Design apb_dual_master_arb, sky130hd; sources not shown.
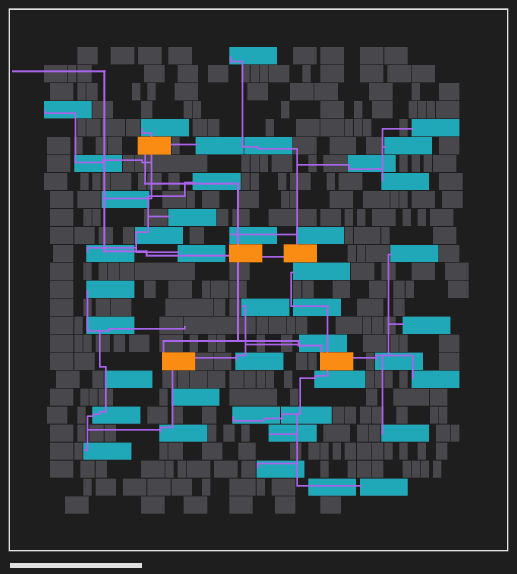
clock_wires.png
Scale bar: 20 um.
- cyan: flip-flops (count 42)
- orange: clock-net drivers (count 5)
- purple: clock wires (length 526 um)
- routed clock nets: 6
Power Clock: 1.24 mW
Latency at later pin: 300 ps
Clock Power Share: 33.9%
Fin Clk Skew: 10.30 ps

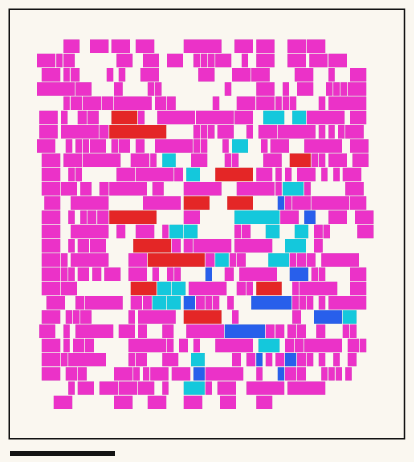
sizing.png
Scale bar: 20 um.
- magenta: x1 and smaller (cells 307; most used nand2_1)
- red: x6 and larger (cells 12; most used clkbuf_8)
- blue: x2 (cells 12; most used inv_2)
- cyan: x3 and x4 (cells 22; most used buf_4)
Signal buffers: 111
worst setup margin: 49.14 ps
cell area after layout: 0.003088 sq mm
Layout area overhead: 65.08%

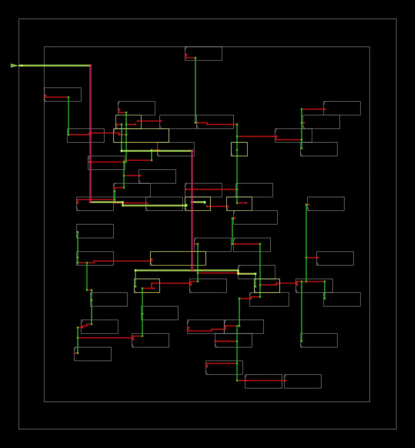
clock_nets.png
CTS Buf Count: 5
clock buf count: 5
clk sinks: 42
flop count: 42

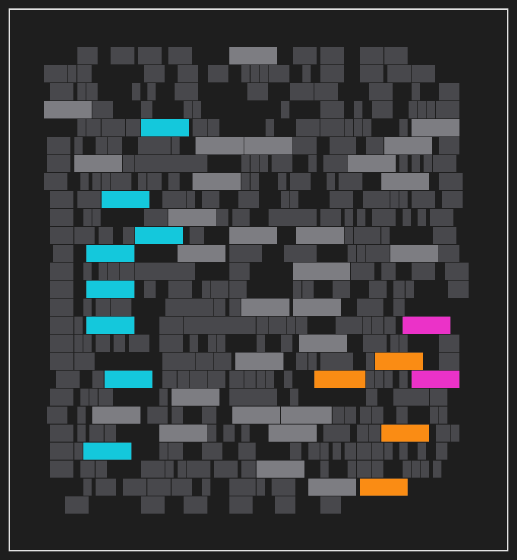
ff_map.png
- cyan: pwdata (sequential cells 8; where west)
- magenta: rsp_done (sequential cells 2)
- orange: cnt_q (sequential cells 4; where south-east)
sequential share of cell area: 27.43%
Final Util: 67.32%
sequential power: 1.46 mW
register area: 847.1 sq um

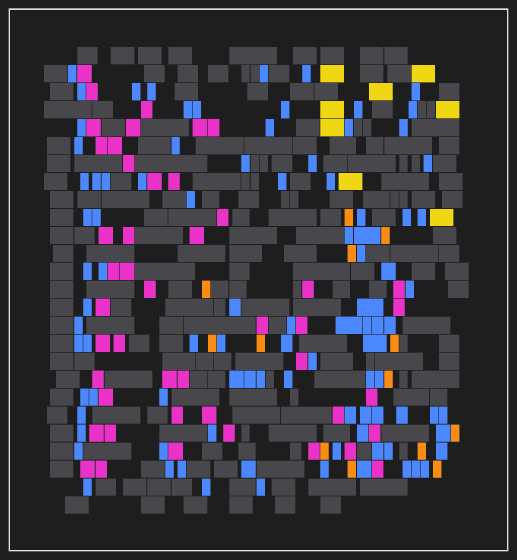
gates.png
- yellow: mux cells (cells 8; most used mux2i_1)
- blue: nand cells (cells 93; most used nand2_1; where spread over the die)
- orange: inv cells (cells 13; most used inv_1)
- magenta: aoi and oai cells (cells 46; most used a31oi_1)
logic share of the area: 29.54%
most frequent logic cell in the layout: nand2_1
fin cells: 409

==> out/metrics.csv <==
stage;metric;value;unit
outcome;status;finished, final reports clean;
setup_path;crit path kind;reg2out;
yosys;Synth Seq Share;44.95;%
clock_network;Root Driver;clkbuf_8;
final_timing;RSZ-0062 raised after global routing;no;
placement;Detail Placement HPWL;3845;um
clock_network;CTS tree;built;
yosys;Syn Nets;308;
power;Power Density;1185;mW/mm^2
clock_network;CTS H-tree lvls;2;
setup_path;CP required;1040;ps
die;Chip Width;75.20;um
yosys;Mapped Cells;247;
yosys;Post-Synth Simple-Gate Area;28.96;%
layout;NumNets Final;413;
detailed_routing;drt drc;0;
yosys;Avg Inst Size Synth;7.573;sq um
setup_path;Worst Setup End Kind;primary output;
die;FP Util;40.78;%
layout;most frequent cells in the layout;nand2_1 (72), clkdlybuf4s50_1 (59), dfxtp_1 (39);
yosys;comb area leader;simple AND/OR/NAND/NOR gates;
global_route;All-Layer GR Usage;16.81;%
job;tool warnings;27;
yosys;ao+oa area frac;13.44;%
die;Die Ht;81.72;um
global_route;vias in the first global route;1748;
yosys;Yosys chip area;0.001871;sq mm
detailed_routing;Routed Antenna Nets;0;
final_timing;Slew Viols, Final;0;
min_path;Hold Path Class;reg2reg;
final_timing;Rel. slew slack;83.23;%
yosys;xor and xnor area share after synthesis;0;%
final_timing;final setup fails;0;
power;Worst VDD drop;0.0006675;V
clock_network;clock buffer depth;2;
power;Total Power;3.659;mW
yosys;Multiplexer share;4.281;%
detailed_routing;wire per inst;12.59;um
die;Die ar.;0.006145;sq mm
global_route;first-pass GRT wire length;7748;um
job;max_cap viols;0;
setup_path;Worst path top cell family by delay;flip-flops;
clock_network;clock slew at reported path FFs;90;ps
setup_path;Worst path depth;1;
yosys;Top cells by area;dfxtp_1 (45%), nand2_1 (14%), a31oi_1 (5.7%), nor2_1 (5.0%), mux2i_1 (4.3%);
yosys;synthesized area;0.001871;sq mm
layout;fraction of layout cells with a size suffix above 1;13.03;%
min_path;hold depth;2;
global_route;largest net degree at the start of global routing;35;
final_timing;Hold Violations, Final;0;
yosys;ys cells;247;
yosys;distinct lib cells;25;
layout;Diodes inserted;0;
final_timing;Tcrit/Tclk final;96.22;%
placement;final RePlAce weighted congestion;0.7681;
setup_path;WP buf/inv;1;
final_timing;WHS;454.1;ps
setup_path;R2R depth;6;
final_timing;Achievable Freq;799.4;MHz
setup_path;CP arrival;990;ps
final_timing;fin crit period;1251;ps
detailed_routing;1st-pass router iterations;4;
yosys;synth warn;0;
detailed_routing;via count;1986;
die;IO Count;94;
power;leakage;1.398;nW
die;core area;0.004587;sq mm
setup_path;Critical Path Fanout Max;2;
setup_path;worst-path cell chain;dlygate4sd2_1;
detailed_routing;initial DRC count;98;
placement;Port Buffers;93;
setup_path;CP peak stage delay;350;ps
setup_path;slowest CP cell;dfxtp_1;
setup_path;FF-to-FF setup slack;110;ps
yosys;Area leader share;44.95;%
final_timing;Worst Tran Pin Value;252.6;ps
yosys;Flops after synth;42;
yosys;Yosys top cell by area;dfxtp_1;
setup_path;startpoint types;flip-flop;
detailed_routing;Routed Wire Length;5151;um
yosys;adder-cell share of the synthesized area;0.6689;%
detailed_routing;Vias per Instance;4.856;
global_route;initial antenna violation count;0;
die;num rows;26;
global_route;Overflow after GRT;0;
## area by class of cell
class | count | area (sq um)
fill | 423 | 1499
timing repair buffer | 111 | 1072
multi-input combinational | 179 | 912.1
sequential | 42 | 847.1
tap | 56 | 70.07
clock buffer | 5 | 68.82
clock inverter | 3 | 68.82
inverter | 13 | 48.80
## routing by layer
| metal | up-vias | share of wire, % | global-route usage, % |
|---|---|---|---|
| met1 | 893 | 39 | 18.64 |
| met2 | 64 | 50 | 27.53 |
| li1 | 1024 | - | - |
| met5 | - | 0 | - |
| met3 | 5 | 10 | 7.589 |
| met4 | 0 | 0.99 | 4.196 |
## metrics by stage
step / setup TNS [ps] / setup slack [ps] / area, sq um / std cells / utilization (%)
floorplan: 0 / 127.3 / 1871 / 247 / -
global placement: -6563 / -218.3 / 2909 / 398 / 63.42
detailed placement: -8334 / -307.9 / 2909 / 398 / 63.42
CTS: -16.25 / -16.25 / 3004 / 406 / 65.49
global route: 0 / 0.1065 / 3088 / 409 / 67.32
finish: 0 / 49.14 / 3088 / 409 / 67.32
## where the power goes
| part | internal, mW | switching, mW | total, mW |
|---|---|---|---|
| Combinational | 0.477 | 0.482 | 0.960 |
| Clock | 0.770 | 0.472 | 1.24 |
| Sequential | 1.40 | 0.0592 | 1.46 |
| Total | 2.65 | 1.01 | 3.66 |
## repair_timing
action / in CTS / in global routing
endpoints found under the setup margin: 34 / 34
hold buffers: 0 / 0
gates resized: 34 / 15
setup buffers: 0 / 1
pin swaps: 0 / 2
cloned: 0 / 2
## cells by family (layout without fill, tap and decap cells)
logic type | after synthesis | count (layout)
multiplexers | 8 | 8
flip-flops | 42 | 42
adder cells (fa/ha/maj) | 1 | 1
AND-OR/OR-AND | 46 | 46
buffers and inverters | 27 | 132
AND/OR/NAND/NOR | 123 | 124
## cells in the mapped netlist
library cell and count:
a21oi_1 12, a31oi_1 17, buf_1 2, buf_2 4, buf_4 3, buf_6 2, buf_8 1, clkbuf_1 2
dfxtp_1 42, ha_1 1, inv_1 10, inv_2 3, mux2i_1 8, nand2_1 72, nand2_2 3, nand2_4 3
nand3_1 13, nand4_1 2, nor2_1 25, nor2_2 1, nor2_4 1, nor2_8 1, nor3_1 2, o21ai_0 16
o21ai_1 1
No activity file was given, so power comes from the tool's default toggle rates.
